**Supply network**

Bar = 50 µm. Pins as bars on the die edge. Tap cells in grey.
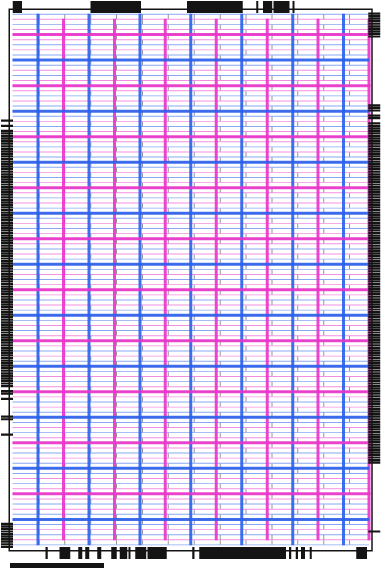
**Placement view**

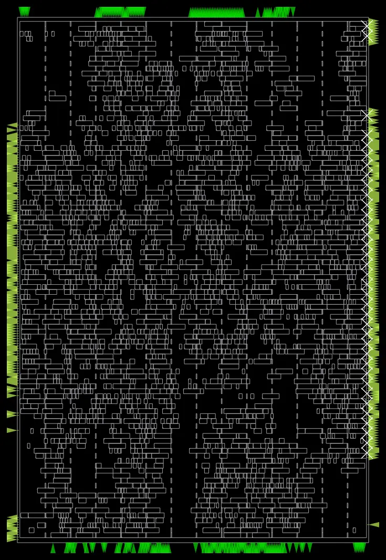
**src/rtl/rv_decode_ctrl_if.sv**
```systemverilog
// Connects rv_decode_ctrl to fetch, the register file, the ALU and data memory.
// The master side is the decoder; the slave side is the surrounding pipeline.
interface rv_decode_ctrl_if #(
    parameter int XLEN     = 32,
    parameter int ALU_OP_W = 8,
    parameter int CNT_W    = 32
);
    logic                instr_valid;
    logic [31:0]         instr_data;
    logic [XLEN-1:0]     instr_pc;
    logic                instr_ready;
    logic [4:0]          rf_rs1_addr;
    logic [4:0]          rf_rs2_addr;
    logic [XLEN-1:0]     rf_rs1_data;
    logic [XLEN-1:0]     rf_rs2_data;
    logic                rf_we;
    logic [4:0]          rf_wr_addr;
    logic [XLEN-1:0]     rf_wr_data;
    logic [ALU_OP_W-1:0] alu_opcode;
    logic [XLEN-1:0]     alu_op_a;
    logic [XLEN-1:0]     alu_op_b;
    logic [XLEN-1:0]     alu_result;
    logic                mem_req;
    logic                mem_we;
    logic [1:0]          mem_size;
    logic [XLEN-1:0]     mem_addr;
    logic [XLEN-1:0]     mem_wdata;
    logic                mem_ack;
    logic [XLEN-1:0]     mem_rdata;
    logic                pc_jump_en;
    logic [XLEN-1:0]     pc_target;
    logic                illegal_instr;
    logic [CNT_W-1:0]    instr_retired;

    modport master (
        input  instr_valid, instr_data, instr_pc, rf_rs1_data, rf_rs2_data,
               alu_result, mem_ack, mem_rdata,
        output instr_ready, rf_rs1_addr, rf_rs2_addr, rf_we, rf_wr_addr, rf_wr_data,
               alu_opcode, alu_op_a, alu_op_b, mem_req, mem_we, mem_size, mem_addr,
               mem_wdata, pc_jump_en, pc_target, illegal_instr, instr_retired
    );

    modport slave (
        output instr_valid, instr_data, instr_pc, rf_rs1_data, rf_rs2_data,
               alu_result, mem_ack, mem_rdata,
        input  instr_ready, rf_rs1_addr, rf_rs2_addr, rf_we, rf_wr_addr, rf_wr_data,
               alu_opcode, alu_op_a, alu_op_b, mem_req, mem_we, mem_size, mem_addr,
               mem_wdata, pc_jump_en, pc_target, illegal_instr, instr_retired
    );
endinterface

```
**src/rtl/rv_decode_ctrl.sv**
```systemverilog
// Multi-cycle RV32I decode/control FSM: one instruction per handshake, sequenced
// IDLE -> DECODE -> READ -> EXEC -> (MEM) -> WB, with RF, ALU and memory driven from registers.
module rv_decode_ctrl #(
    parameter int XLEN     = 32,
    parameter int ALU_OP_W = 8,
    parameter int CNT_W    = 32
) (
    input  logic             clk,
    input  logic             rst,
    rv_decode_ctrl_if.master bus
);
    typedef enum logic [2:0] {S_IDLE, S_DECODE, S_READ, S_EXEC, S_MEM, S_WB} state_t;
    typedef enum logic [3:0] {K_OP, K_OPIMM, K_LUI, K_AUIPC, K_JAL, K_JALR,
                              K_BRANCH, K_LOAD, K_STORE} kind_t;

    state_t              state_reg, state_next;
    kind_t               kind_reg, kind_dec;
    logic [31:0]         instr_reg;
    logic [XLEN-1:0]     pc_reg, imm_reg, rs1_val_reg, rs2_val_reg;
    logic [XLEN-1:0]     result_reg, target_reg, alu_a_reg, alu_b_reg;
    logic [XLEN-1:0]     mem_addr_reg, mem_wdata_reg, load_ext;
    logic [4:0]          rs1_reg, rs2_reg, rd_reg;
    logic [2:0]          funct3_reg;
    logic [ALU_OP_W-1:0] alu_op_reg, alu_op_dec;
    logic [1:0]          mem_size_reg;
    logic                mem_we_reg, jump_reg, illegal_dec, branch_taken, writes_rd;
    logic [CNT_W-1:0]    retired_reg;
    logic [31:0]         imm_dec;
    logic [6:0]          opcode, funct7;
    logic [2:0]          funct3;

    assign opcode = instr_reg[6:0];
    assign funct3 = instr_reg[14:12];
    assign funct7 = instr_reg[31:25];

    // funct3 (plus the funct7[5] alternate bit) to the ALU operation encoding
    function automatic logic [3:0] alu_code(input logic [2:0] f3, input logic alt);
        case (f3)
            3'b000:  alu_code = alt ? 4'd1 : 4'd0;
            3'b001:  alu_code = 4'd5;
            3'b010:  alu_code = 4'd6;
            3'b011:  alu_code = 4'd7;
            3'b100:  alu_code = 4'd4;
            3'b101:  alu_code = alt ? 4'd8 : 4'd9;
            3'b110:  alu_code = 4'd3;
            default: alu_code = 4'd2;
        endcase
    endfunction

    always_comb begin
        kind_dec    = K_OP;
        imm_dec     = '0;
        alu_op_dec  = '0;
        illegal_dec = 1'b0;
        case (opcode)
            7'b0110011: begin
                kind_dec   = K_OP;
                alu_op_dec = ALU_OP_W'(alu_code(funct3, funct7[5]));
                if (funct7 == 7'b0100000)
                    illegal_dec = !(funct3 == 3'b000 || funct3 == 3'b101);
                else
                    illegal_dec = (funct7 != 7'b0000000);
            end
            7'b0010011: begin
                kind_dec   = K_OPIMM;
                imm_dec    = {{20{instr_reg[31]}}, instr_reg[31:20]};
                alu_op_dec = ALU_OP_W'(alu_code(funct3, (funct3 == 3'b101) && funct7[5]));
                if (funct3 == 3'b001)
                    illegal_dec = (funct7 != 7'b0000000);
                else if (funct3 == 3'b101)
                    illegal_dec = (funct7 != 7'b0000000) && (funct7 != 7'b0100000);
            end
            7'b0110111: begin
                kind_dec = K_LUI;
                imm_dec  = {instr_reg[31:12], 12'b0};
            end
            7'b0010111: begin
                kind_dec = K_AUIPC;
                imm_dec  = {instr_reg[31:12], 12'b0};
            end
            7'b1101111: begin
                kind_dec = K_JAL;
                imm_dec  = {{11{instr_reg[31]}}, instr_reg[31], instr_reg[19:12],
                            instr_reg[20], instr_reg[30:21], 1'b0};
            end
            7'b1100111: begin
                kind_dec    = K_JALR;
                imm_dec     = {{20{instr_reg[31]}}, instr_reg[31:20]};
                illegal_dec = (funct3 != 3'b000);
            end
            7'b1100011: begin
                kind_dec    = K_BRANCH;
                imm_dec     = {{19{instr_reg[31]}}, instr_reg[31], instr_reg[7],
                               instr_reg[30:25], instr_reg[11:8], 1'b0};
                illegal_dec = (funct3 == 3'b010) || (funct3 == 3'b011);
            end
            7'b0000011: begin
                kind_dec    = K_LOAD;
                imm_dec     = {{20{instr_reg[31]}}, instr_reg[31:20]};
                illegal_dec = (funct3 == 3'b011) || (funct3[2:1] == 2'b11);
            end
            7'b0100011: begin
                kind_dec    = K_STORE;
                imm_dec     = {{20{instr_reg[31]}}, instr_reg[31:25], instr_reg[11:7]};
                illegal_dec = (funct3[2] == 1'b1) || (funct3[1:0] == 2'b11);
            end
            default: illegal_dec = 1'b1;
        endcase
    end

    always_comb begin
        case (funct3_reg)
            3'b000:  branch_taken = (bus.rf_rs1_data == bus.rf_rs2_data);
            3'b001:  branch_taken = (bus.rf_rs1_data != bus.rf_rs2_data);
            3'b100:  branch_taken = ($signed(bus.rf_rs1_data) <  $signed(bus.rf_rs2_data));
            3'b101:  branch_taken = ($signed(bus.rf_rs1_data) >= $signed(bus.rf_rs2_data));
            3'b110:  branch_taken = (bus.rf_rs1_data <  bus.rf_rs2_data);
            default: branch_taken = (bus.rf_rs1_data >= bus.rf_rs2_data);
        endcase
    end

    always_comb begin
        case (funct3_reg)
            3'b000:  load_ext = XLEN'($signed(bus.mem_rdata[7:0]));
            3'b001:  load_ext = XLEN'($signed(bus.mem_rdata[15:0]));
            3'b100:  load_ext = XLEN'(bus.mem_rdata[7:0]);
            3'b101:  load_ext = XLEN'(bus.mem_rdata[15:0]);
            default: load_ext = bus.mem_rdata;
        endcase
    end

    always_comb begin
        state_next = state_reg;
        case (state_reg)
            S_IDLE:   if (bus.instr_valid) state_next = S_DECODE;
            S_DECODE: state_next = illegal_dec ? S_IDLE : S_READ;
            S_READ:   state_next = S_EXEC;
            S_EXEC:   state_next = (kind_reg == K_LOAD || kind_reg == K_STORE) ? S_MEM : S_WB;
            S_MEM:    if (bus.mem_ack) state_next = S_WB;
            default:  state_next = S_IDLE;
        endcase
    end

    always_ff @(posedge clk or negedge rst) begin
        if (!rst) state_reg <= S_IDLE;
        else      state_reg <= state_next;
    end

    always_ff @(posedge clk or negedge rst) begin
        if (!rst) begin
            kind_reg      <= K_OP;
            instr_reg     <= '0;
            pc_reg        <= '0;
            imm_reg       <= '0;
            rs1_val_reg   <= '0;
            rs2_val_reg   <= '0;
            result_reg    <= '0;
            target_reg    <= '0;
            alu_a_reg     <= '0;
            alu_b_reg     <= '0;
            mem_addr_reg  <= '0;
            mem_wdata_reg <= '0;
            rs1_reg       <= '0;
            rs2_reg       <= '0;
            rd_reg        <= '0;
            funct3_reg    <= '0;
            alu_op_reg    <= '0;
            mem_size_reg  <= '0;
            mem_we_reg    <= 1'b0;
            jump_reg      <= 1'b0;
            retired_reg   <= '0;
        end else begin
            case (state_reg)
                S_IDLE: if (bus.instr_valid) begin
                    instr_reg <= bus.instr_data;
                    pc_reg    <= bus.instr_pc;
                end
                S_DECODE: begin
                    rs1_reg    <= instr_reg[19:15];
                    rs2_reg    <= instr_reg[24:20];
                    rd_reg     <= instr_reg[11:7];
                    funct3_reg <= funct3;
                    kind_reg   <= kind_dec;
                    imm_reg    <= XLEN'($signed(imm_dec));
                    alu_op_reg <= alu_op_dec;
                end
                S_READ: begin
                    rs1_val_reg <= bus.rf_rs1_data;
                    rs2_val_reg <= bus.rf_rs2_data;
                    alu_a_reg   <= bus.rf_rs1_data;
                    // shift-immediates carry funct7 in imm[11:5]; only the shamt goes to the ALU
                    if (kind_reg == K_OP)              alu_b_reg <= bus.rf_rs2_data;
                    else if (funct3_reg[1:0] == 2'b01) alu_b_reg <= XLEN'(imm_reg[4:0]);
                    else                               alu_b_reg <= imm_reg;
                    jump_reg <= (kind_reg == K_BRANCH) ? branch_taken
                                                       : (kind_reg == K_JAL || kind_reg == K_JALR);
                end
                S_EXEC: case (kind_reg)
                    K_OP, K_OPIMM: result_reg <= bus.alu_result;
                    K_LUI:         result_reg <= imm_reg;
                    K_AUIPC:       result_reg <= pc_reg + imm_reg;
                    K_JAL: begin
                        result_reg <= pc_reg + XLEN'(4);
                        target_reg <= pc_reg + imm_reg;
                    end
                    K_JALR: begin
                        result_reg <= pc_reg + XLEN'(4);
                        target_reg <= (rs1_val_reg + imm_reg) & {{(XLEN-1){1'b1}}, 1'b0};
                    end
                    K_BRANCH:      target_reg <= pc_reg + imm_reg;
                    default: begin
                        mem_addr_reg  <= rs1_val_reg + imm_reg;
                        mem_wdata_reg <= rs2_val_reg;
                        mem_we_reg    <= (kind_reg == K_STORE);
                        mem_size_reg  <= funct3_reg[1:0];
                    end
                endcase
                S_MEM: if (bus.mem_ack) result_reg <= load_ext;
                S_WB:  retired_reg <= retired_reg + CNT_W'(1);
                default: ;
            endcase
        end
    end

    assign writes_rd = (kind_reg != K_BRANCH) && (kind_reg != K_STORE);

    assign bus.instr_ready   = (state_reg == S_IDLE);
    assign bus.illegal_instr = (state_reg == S_DECODE) && illegal_dec;
    assign bus.rf_we         = (state_reg == S_WB) && writes_rd && (rd_reg != 5'd0);
    assign bus.pc_jump_en    = (state_reg == S_WB) && jump_reg;
    assign bus.mem_req       = (state_reg == S_MEM);
    assign bus.rf_rs1_addr   = rs1_reg;
    assign bus.rf_rs2_addr   = rs2_reg;
    assign bus.rf_wr_addr    = rd_reg;
    assign bus.rf_wr_data    = result_reg;
    assign bus.alu_opcode    = alu_op_reg;
    assign bus.alu_op_a      = alu_a_reg;
    assign bus.alu_op_b      = alu_b_reg;
    assign bus.mem_we        = mem_we_reg;
    assign bus.mem_size      = mem_size_reg;
    assign bus.mem_addr      = mem_addr_reg;
    assign bus.mem_wdata     = mem_wdata_reg;
    assign bus.pc_target     = target_reg;
    assign bus.instr_retired = retired_reg;
endmodule

```
**src/flat_wrapper.sv**
```systemverilog
// flat-port wrapper written by rule: the top's interface ports become plain ports
module rv_decode_ctrl_flat 
#(
    parameter int XLEN     = 32,
    parameter int ALU_OP_W = 8,
    parameter int CNT_W    = 32
)
  (clk, rst, bus_instr_valid, bus_instr_data, bus_instr_pc, bus_rf_rs1_data, bus_rf_rs2_data, bus_alu_result, bus_mem_ack, bus_mem_rdata, bus_instr_ready, bus_rf_rs1_addr, bus_rf_rs2_addr, bus_rf_we, bus_rf_wr_addr, bus_rf_wr_data, bus_alu_opcode, bus_alu_op_a, bus_alu_op_b, bus_mem_req, bus_mem_we, bus_mem_size, bus_mem_addr, bus_mem_wdata, bus_pc_jump_en, bus_pc_target, bus_illegal_instr, bus_instr_retired);
  rv_decode_ctrl_if #(.XLEN(XLEN), .ALU_OP_W(ALU_OP_W), .CNT_W(CNT_W)) bus_i ();
  input  logic clk;
  input  logic rst;
  input wire logic [$bits(bus_i.instr_valid)-1:0] bus_instr_valid;
  input wire logic [$bits(bus_i.instr_data)-1:0] bus_instr_data;
  input wire logic [$bits(bus_i.instr_pc)-1:0] bus_instr_pc;
  input wire logic [$bits(bus_i.rf_rs1_data)-1:0] bus_rf_rs1_data;
  input wire logic [$bits(bus_i.rf_rs2_data)-1:0] bus_rf_rs2_data;
  input wire logic [$bits(bus_i.alu_result)-1:0] bus_alu_result;
  input wire logic [$bits(bus_i.mem_ack)-1:0] bus_mem_ack;
  input wire logic [$bits(bus_i.mem_rdata)-1:0] bus_mem_rdata;
  output wire logic [$bits(bus_i.instr_ready)-1:0] bus_instr_ready;
  output wire logic [$bits(bus_i.rf_rs1_addr)-1:0] bus_rf_rs1_addr;
  output wire logic [$bits(bus_i.rf_rs2_addr)-1:0] bus_rf_rs2_addr;
  output wire logic [$bits(bus_i.rf_we)-1:0] bus_rf_we;
  output wire logic [$bits(bus_i.rf_wr_addr)-1:0] bus_rf_wr_addr;
  output wire logic [$bits(bus_i.rf_wr_data)-1:0] bus_rf_wr_data;
  output wire logic [$bits(bus_i.alu_opcode)-1:0] bus_alu_opcode;
  output wire logic [$bits(bus_i.alu_op_a)-1:0] bus_alu_op_a;
  output wire logic [$bits(bus_i.alu_op_b)-1:0] bus_alu_op_b;
  output wire logic [$bits(bus_i.mem_req)-1:0] bus_mem_req;
  output wire logic [$bits(bus_i.mem_we)-1:0] bus_mem_we;
  output wire logic [$bits(bus_i.mem_size)-1:0] bus_mem_size;
  output wire logic [$bits(bus_i.mem_addr)-1:0] bus_mem_addr;
  output wire logic [$bits(bus_i.mem_wdata)-1:0] bus_mem_wdata;
  output wire logic [$bits(bus_i.pc_jump_en)-1:0] bus_pc_jump_en;
  output wire logic [$bits(bus_i.pc_target)-1:0] bus_pc_target;
  output wire logic [$bits(bus_i.illegal_instr)-1:0] bus_illegal_instr;
  output wire logic [$bits(bus_i.instr_retired)-1:0] bus_instr_retired;
  assign bus_i.instr_valid = bus_instr_valid;
  assign bus_i.instr_data = bus_instr_data;
  assign bus_i.instr_pc = bus_instr_pc;
  assign bus_i.rf_rs1_data = bus_rf_rs1_data;
  assign bus_i.rf_rs2_data = bus_rf_rs2_data;
  assign bus_i.alu_result = bus_alu_result;
  assign bus_i.mem_ack = bus_mem_ack;
  assign bus_i.mem_rdata = bus_mem_rdata;
  assign bus_instr_ready = bus_i.instr_ready;
  assign bus_rf_rs1_addr = bus_i.rf_rs1_addr;
  assign bus_rf_rs2_addr = bus_i.rf_rs2_addr;
  assign bus_rf_we = bus_i.rf_we;
  assign bus_rf_wr_addr = bus_i.rf_wr_addr;
  assign bus_rf_wr_data = bus_i.rf_wr_data;
  assign bus_alu_opcode = bus_i.alu_opcode;
  assign bus_alu_op_a = bus_i.alu_op_a;
  assign bus_alu_op_b = bus_i.alu_op_b;
  assign bus_mem_req = bus_i.mem_req;
  assign bus_mem_we = bus_i.mem_we;
  assign bus_mem_size = bus_i.mem_size;
  assign bus_mem_addr = bus_i.mem_addr;
  assign bus_mem_wdata = bus_i.mem_wdata;
  assign bus_pc_jump_en = bus_i.pc_jump_en;
  assign bus_pc_target = bus_i.pc_target;
  assign bus_illegal_instr = bus_i.illegal_instr;
  assign bus_instr_retired = bus_i.instr_retired;
  rv_decode_ctrl #(.XLEN(XLEN), .ALU_OP_W(ALU_OP_W), .CNT_W(CNT_W)) u_core (.clk(clk), .rst(rst), .bus(bus_i));
endmodule
```
**config.mk**
```make
export PLATFORM = sky130hd
export DESIGN_NAME = rv_decode_ctrl_flat
export DESIGN_NICKNAME = d
export VERILOG_FILES = /design/src/rtl/rv_decode_ctrl_if.sv /design/src/rtl/rv_decode_ctrl.sv /design/src/flat_wrapper.sv
export SDC_FILE = /design/constraint.sdc
export NUM_CORES = 1
export LEC_CHECK = 0
export ABC_CLOCK_PERIOD_IN_PS = 3500
export CAP_MARGIN = 10
export CORE_ASPECT_RATIO = 1.5
export CORE_UTILIZATION = 39
export DETAILED_ROUTE_END_ITERATION = 8
export DONT_BUFFER_PORTS = 1
export SLEW_MARGIN = 20
export SYNTH_ARGS = -nofsm -noshare
export SYNTH_HDL_FRONTEND = slang
export SYNTH_SLANG_ARGS = --single-unit
```
**constraint.sdc**
```tcl
create_clock -name clk -period 3.5 [get_ports clk]
set_clock_uncertainty 0.15 [all_clocks]
set_input_delay 0.7 -clock clk [delete_from_list [all_inputs] [get_ports clk]]
set_output_delay 0.7 -clock clk [all_outputs]
set_load 0.05 [all_outputs]
```
==> results.ini <==
[run_status]
status = complete, but fails checks
violations_in_the_final_reports = DRC, hold timing

[setup_path]
crit_path_max_fanout = 7
worst_r2r_endpoint = u_core.bus.pc_target[28]
criticalPathCategory = reg -> reg
max_stage_delay_ns = 0.56

[finish]
layout.non_clock_inverters = 61
clkCellAreaFrac_pct = 5.89
final_net_count = 2603
combinational_gate_area_um2 = 11000

[final_timing]
holdWs_ns = -0.309
rsz0062_at_grt = false
min_period_over_period_pct = 95.7
final_hold_viol_count = 385
timing.final.max_slew_violations = 0

[placed_design]
gp_routability_congestion = 0.967
placedCellCount = 2955
place_ws_ns = 0.0381
portBuffers = 0
dpl_cell_area_um2 = 22500

[yosys]
synth-seq-cells = 385
synth_area_um2 = 21200
post_synth_main_area_contributors = sky130_fd_sc_hd__dfrtp_1 45%, sky130_fd_sc_hd__nand2_1 7.7%, sky130_fd_sc_hd__mux2_2 6.6%
yosysUniqueCellTypes = 85
yosysChipArea_um2 = 21200

[power_and_ir_drop]
power_top_consumer = sequential cells
cellPowerDensity_nw_per_um2 = 1020
pwr.group.sequential_mw = 9.90

[route]
wl_met1_mm = 30.3
detailroute.wirelength.met3_mm = 7.55
drc = 144
drt-vias-per-instance = 5.85

[cts]
cts.sink_count = 385

[global_routing]
grt_pass1_wl_mm = 117
grt_start_max_net_pins = 386

[hold_path]
holdCritPathClass = in -> async

About 'supply network':
Key: VDD = magenta; VSS = blue
20 straps on met5. The core has 104 rows. 105 met1 rails follow the rows.

About 'placement view':
core area: 53,700 µm²
flop share of the area: 40.3%
number of flip-flops and latches: 385
fraction of the core area covered by cells at the end of the flow: 44.5%
TAP cells: 689

synth_stat cells (all sizes together) (7+ instances only):
cell type and count:
a21o 35, a211oi 13, a22o 12, o21ai 125
xor2 47, o21bai 13, and2 10, o31ai 24
nand2 434, and4 9, xnor2 65, clkbuf 93
or3 7, buf 33, or2 9, inv 61
nand3 103, mux2 124, a221oi 34, o21a 9
nand2b 15, a21oi 135, a31oi 61, nor3 15
nor2b 16, dfrtp 385, and3 35, nand4 18
nor2 153, o211ai 10, ha 96, a221o 8
worst max path at each step:
stage | startpoint | endpoint | slack (ns) | cells after the start
after floorplan | u_core.rs1_val_reg[0] | u_core.bus.pc_target[28] | 0.20 | 12
after global placement | u_core.imm_reg[0] | u_core.bus.pc_target[28] | 0.12 | 12
after detailed placement | u_core.imm_reg[0] | u_core.bus.mem_addr[28] | 0.04 | 12
after CTS | u_core.imm_reg[0] | u_core.bus.pc_target[28] | 0.01 | 12
after global routing | u_core.imm_reg[0] | u_core.bus.pc_target[20] | 0.003 | 12
final | u_core.imm_reg[15] | u_core.bus.pc_target[28] | 0.15 | 10
cells in the final DEF, fill, tap and decap left out, types with 58 or more instances in the layout:
master / Yosys / routed
sky130_fd_sc_hd__a31oi_1: 60 / 58
sky130_fd_sc_hd__dfrtp_1: 385 / 384
sky130_fd_sc_hd__o21ai_0: 100 / 100
sky130_fd_sc_hd__mux2_2: 124 / 124
sky130_fd_sc_hd__buf_4: 5 / 101
sky130_fd_sc_hd__ha_1: 96 / 96
sky130_fd_sc_hd__nand2_1: 434 / 433
sky130_fd_sc_hd__nand3_1: 103 / 103
sky130_fd_sc_hd__nor2_1: 153 / 151
sky130_fd_sc_hd__xnor2_1: 65 / 65
sky130_fd_sc_hd__a21oi_1: 134 / 134
sky130_fd_sc_hd__inv_1: 61 / 61
